==> src/rtl/reg_bank_pp.sv <==
// reg_bank_pp
//   Bank of DEPTH parallel-in/parallel-out registers, each WIDTH bits wide.
//   One synchronous write port, two registered read ports (1-cycle latency),
//   a global synchronous set, and a clear sweep that zeroes one register per
//   cycle while busy is high. A one-cycle done pulse marks the end of the sweep.
//
//   Priority per edge: reset > set > sweep clear > write.
//
// Ports
//   clk        system clock, rising edge
//   reset      synchronous active-high reset (registers, Q0/Q1, FSM)
//   set        synchronous load of all-ones into every register
//   enable     write enable
//   wa, D      write address / data (wa >= DEPTH ignored)
//   ra0, ra1   read addresses (>= DEPTH reads as 0)
//   Q0, Q1     registered read data
//   clr_start  starts the clear sweep from IDLE
//   busy       high while the sweep runs (DEPTH cycles)
//   done       one-cycle pulse after the last register is cleared
//
// Build option
//   REG_BANK_BYPASS_EN : when defined, an accepted write to the address being
//   read is forwarded to Q0/Q1 on the same edge. Otherwise a read in the
//   same cycle as a write returns the pre-write contents.

module reg_bank_pp #(
   parameter int WIDTH = 4,
   parameter int DEPTH = 4,
   parameter int AW    = $clog2(DEPTH)
) (
   input  logic             clk,
   input  logic             reset,
   input  logic             set,
   input  logic             enable,
   input  logic [AW-1:0]    wa,
   input  logic [WIDTH-1:0] D,
   input  logic [AW-1:0]    ra0,
   input  logic [AW-1:0]    ra1,
   output logic [WIDTH-1:0] Q0,
   output logic [WIDTH-1:0] Q1,
   input  logic             clr_start,
   output logic             busy,
   output logic             done
);

   localparam logic [1:0] S_IDLE  = 2'd0;
   localparam logic [1:0] S_SWEEP = 2'd1;
   localparam logic [1:0] S_DONE  = 2'd2;

   // One extra bit so DEPTH itself is representable for range checks.
   localparam logic [AW:0]   DEPTH_X = (AW+1)'(DEPTH);
   localparam logic [AW-1:0] LAST    = AW'(DEPTH-1);

   logic [WIDTH-1:0] mem [DEPTH];
   logic [1:0]       state;
   logic [AW-1:0]    ptr;

   logic             wa_ok, ra0_ok, ra1_ok, wr_en;
   logic [WIDTH-1:0] rd0, rd1;

   assign wa_ok  = {1'b0, wa}  < DEPTH_X;
   assign ra0_ok = {1'b0, ra0} < DEPTH_X;
   assign ra1_ok = {1'b0, ra1} < DEPTH_X;

   // During the sweep, entries at or behind the pointer belong to the sweep;
   // only not-yet-swept entries may still be written.
   assign wr_en = enable && wa_ok && !set &&
                  !(state == S_SWEEP && wa <= ptr);

   always_comb begin
      rd0 = ra0_ok ? mem[ra0] : '0;
      rd1 = ra1_ok ? mem[ra1] : '0;
`ifdef REG_BANK_BYPASS_EN
      if (wr_en && wa == ra0) rd0 = D;
      if (wr_en && wa == ra1) rd1 = D;
`endif
   end

   assign busy = (state == S_SWEEP);
   assign done = (state == S_DONE);

   always_ff @(posedge clk) begin
      if (reset) begin
         for (int i = 0; i < DEPTH; i++) mem[i] <= '0;
         Q0    <= '0;
         Q1    <= '0;
         state <= S_IDLE;
         ptr   <= '0;
      end else begin
         Q0 <= rd0;
         Q1 <= rd1;
         if (set) begin
            // Set also aborts a running sweep without a done pulse.
            for (int i = 0; i < DEPTH; i++) mem[i] <= '1;
            state <= S_IDLE;
            ptr   <= '0;
         end else begin
            if (wr_en) mem[wa] <= D;
            case (state)
               S_IDLE: begin
                  if (clr_start) begin
                     state <= S_SWEEP;
                     ptr   <= '0;
                  end
               end
               S_SWEEP: begin
                  mem[ptr] <= '0;
                  if (ptr == LAST) begin
                     state <= S_DONE;
                     ptr   <= '0;
                  end else begin
                     ptr <= ptr + AW'(1);
                  end
               end
               S_DONE:  state <= S_IDLE;
               default: state <= S_IDLE;
            endcase
         end
      end
   end

endmodule

==> config.mk <==
export PLATFORM = sky130hd
export DESIGN_NAME = reg_bank_pp
export DESIGN_NICKNAME = d
export VERILOG_FILES = /design/src/rtl/reg_bank_pp.sv
export SDC_FILE = /design/constraint.sdc
export NUM_CORES = 1
export LEC_CHECK = 0
export CAP_MARGIN = 15
export CORE_UTILIZATION = 50
export DETAILED_ROUTE_END_ITERATION = 16
export PLACE_DENSITY = 0.85
export REMOVE_ABC_BUFFERS = 1
export SLEW_MARGIN = 20
export SYNTH_ARGS = -nofsm -noshare
export SYNTH_HDL_FRONTEND = slang
export SYNTH_SLANG_ARGS = --single-unit
==> constraint.sdc <==
create_clock -name clk -period 2.7 [get_ports clk]
set_input_delay 0.54 -clock clk [delete_from_list [all_inputs] [get_ports clk]]
set_output_delay 0.54 -clock clk [all_outputs]
set_load 0.005 [all_outputs]
Clock network drawn from the DEF:
Bar = 20 um.
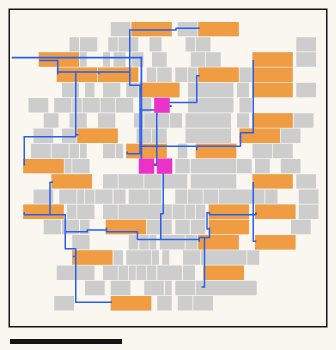
clock wires -> blue  # length 309 um
clock drivers -> magenta  # count 3
flip-flops -> orange  # count 28
routed clock nets = 4

Sequential cells coloured by netlist name:
Bar = 20 um. Other sequential cells in the stronger grey, the rest of the logic in the fainter grey.
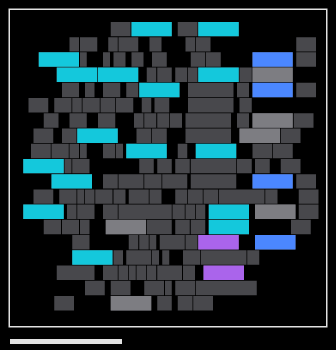
`mem` -> cyan  # flops 16
`Q1` -> blue  # flops 4
`state` -> purple  # flops 2
not coloured = 6

The clock network:
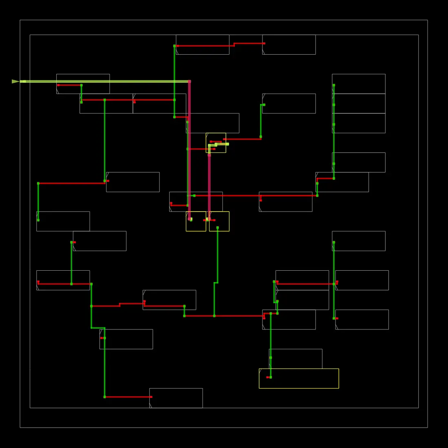
flop count: 28
clk_lat worst skew: 0.33 ns
Clk. pwr: 0.000276 W
CTS sink cnt: 28

Zoomed window:
Region (26, 0) to (56, 30) um. Cells in grey, sequential cells in the stronger grey; small squares are vias.
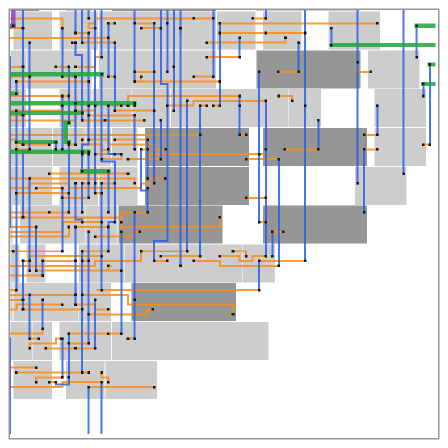
metal 4 -> purple
metal 1 -> orange
metal 2 -> blue
metal 3 -> green
cells with their middle in the window = 44
sequential cells in the window = 7
netlist names of flops here include = `Q1` (2), `mem` (2), `state` (2)
most frequent = dfxtp_1 (7), clkdlybuf4s50_1 (6)

Cell sizes after repair:
Bar = 20 um.
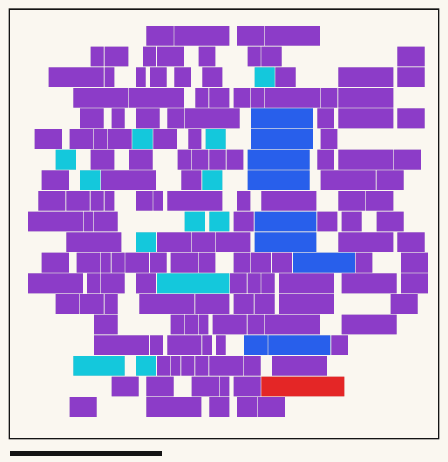
_3 and _4 cells -> cyan  # cells 12, share 7.1%
_0 and _1 cells -> purple  # cells 146, share 87%
_6 and larger -> red  # cells 1, share 0.60%
_2 cells -> blue  # cells 9, share 5.4%

==> ci_impl_report.md <==
### Flow metrics

| Metric | Value |
|---|---|
| Run status | `completed` |
| Fin nets | `190` |
| Boundary Pins | `25` |
| Grt ovf | `0` |
| Buf+Inv Stages, Crit Path | `2` |
| Core ar. | `0.002781 sq mm` |
| Setup bufs post-CTS | `0` |
| Logic pwr share | `0.189` |
| Switching Fraction | `0.2405` |
| Asr flop ratio synth | `0` |
| Worst setup EP type | `register` |
| Synthesis-to-finish area growth | `22.62%` |
| Fin. Hold Viols | `0` |
| Post-CTS Resized | `0` |
| Yosys cell types | `28` |
| Slew Viols, Final | `0` |
| Tcrit/Tclk final | `0.8627` |
| Internal power | `0.0006896 W` |
| Slowest stage delay, CP | `0.54 ns` |
| Setup_tns | `0 ns` |
| Sequential share of power | `0.508` |
[how the worst max path moves through the flow]
stage          startpoint   endpoint  cells after the start
6_report            wa[1]  mem[3][0]                      7
5_1_grt             wa[1]  mem[3][0]                      7
4_1_cts             wa[1]  mem[3][0]                      7
3_5_place_dp        wa[1]  mem[3][0]                      7
3_3_place_gp        wa[1]  mem[2][3]                      7
2_1_floorplan       wa[0]  mem[3][0]                      6
[synth_stat cells, types with 2 or more instances]
cell type | n | share of area
ha_1 | 6 | 0.051
inv_1 | 5 | 0.013
a21oi_1 | 11 | 0.037
mux4_2 | 8 | 0.12
dfxtp_1 | 28 | 0.38
nor4_1 | 2 | 0.0084
nor3_1 | 11 | 0.037
a31oi_1 | 8 | 0.034
clkbuf_1 | 4 | 0.010
and2b_1 | 3 | 0.015
buf_2 | 3 | 0.010
nor2b_1 | 11 | 0.046
o31a_1 | 16 | 0.095
nand2_1 | 4 | 0.010
o31ai_1 | 8 | 0.041
a21o_1 | 2 | 0.010
[logic make-up after synthesis]
| logic type | synth area share |
|---|---|
| muxes | 0.1283 |
| DFF | 0.3781 |
| AOI/OAI and AO/OA | 0.2506 |
| and+or+nand+nor | 0.1443 |
| adders and majority gates | 0.05063 |
| buffers and inverters | 0.04810 |
[worst register-to-register path, stage by stage, from the launching register on]
cell,delay (ns)
dfxtp_1,0.43
inv_1,0.11
ha_1,0.29
nor2b_1,0.17
o311ai_4,0.54
buf_4,0.25
nor3_1,0.06
o31a_1,0.25
[through the flow]
step	std cells	area (sq um)	hold slack (ns)
final	199	1818	0.4970
after global routing	199	1818	0.5207
after global placement	195	1765	0.4617
after detailed placement	195	1765	0.4748
after floorplan	133	1434	0.4341
after CTS	199	1818	0.4953
[power by group through the flow]
stage	clock network [W]	registers [W]	logic (W)
6_report	0.000276	0.000461	0.000171
5_1_grt	0.000295	0.000464	0.000187
4_1_cts	0.000279	0.000461	0.000170
3_5_place_dp	0	0.000470	0.000170
3_3_place_gp	0	0.000467	0.000165
2_1_floorplan	0	0.000464	0.0000873
[final cells by class]
class / count / area (sq um)
tap: 31 / 38.79
clock inverter: 1 / 30.03
timing repair buffer: 31 / 292.8
inverter: 6 / 22.52
clock buffer: 3 / 22.52
sequential: 28 / 560.5
fill: 216 / 963.4
multi-input combinational: 99 / 850.8
[registers in the layout, summed over array words and instances, names as in the netlist]
| signal | cells |
|---|---|
| mem | 16 |
| Q0 | 4 |
| Q1 | 4 |
| ptr | 2 |
| state | 2 |
[routing by layer]
layer / track usage / vias up / part of all wire
met1: 0.2906 / 599 / 0.42
met3: 0.03226 / 6 / 0.065
met4: 0.06620 / 0 / 0.015
met5: 0 / - / 0
li1: - / 605 / -
met2: 0.3983 / 62 / 0.50
Power is estimated from default activity; no workload was simulated.
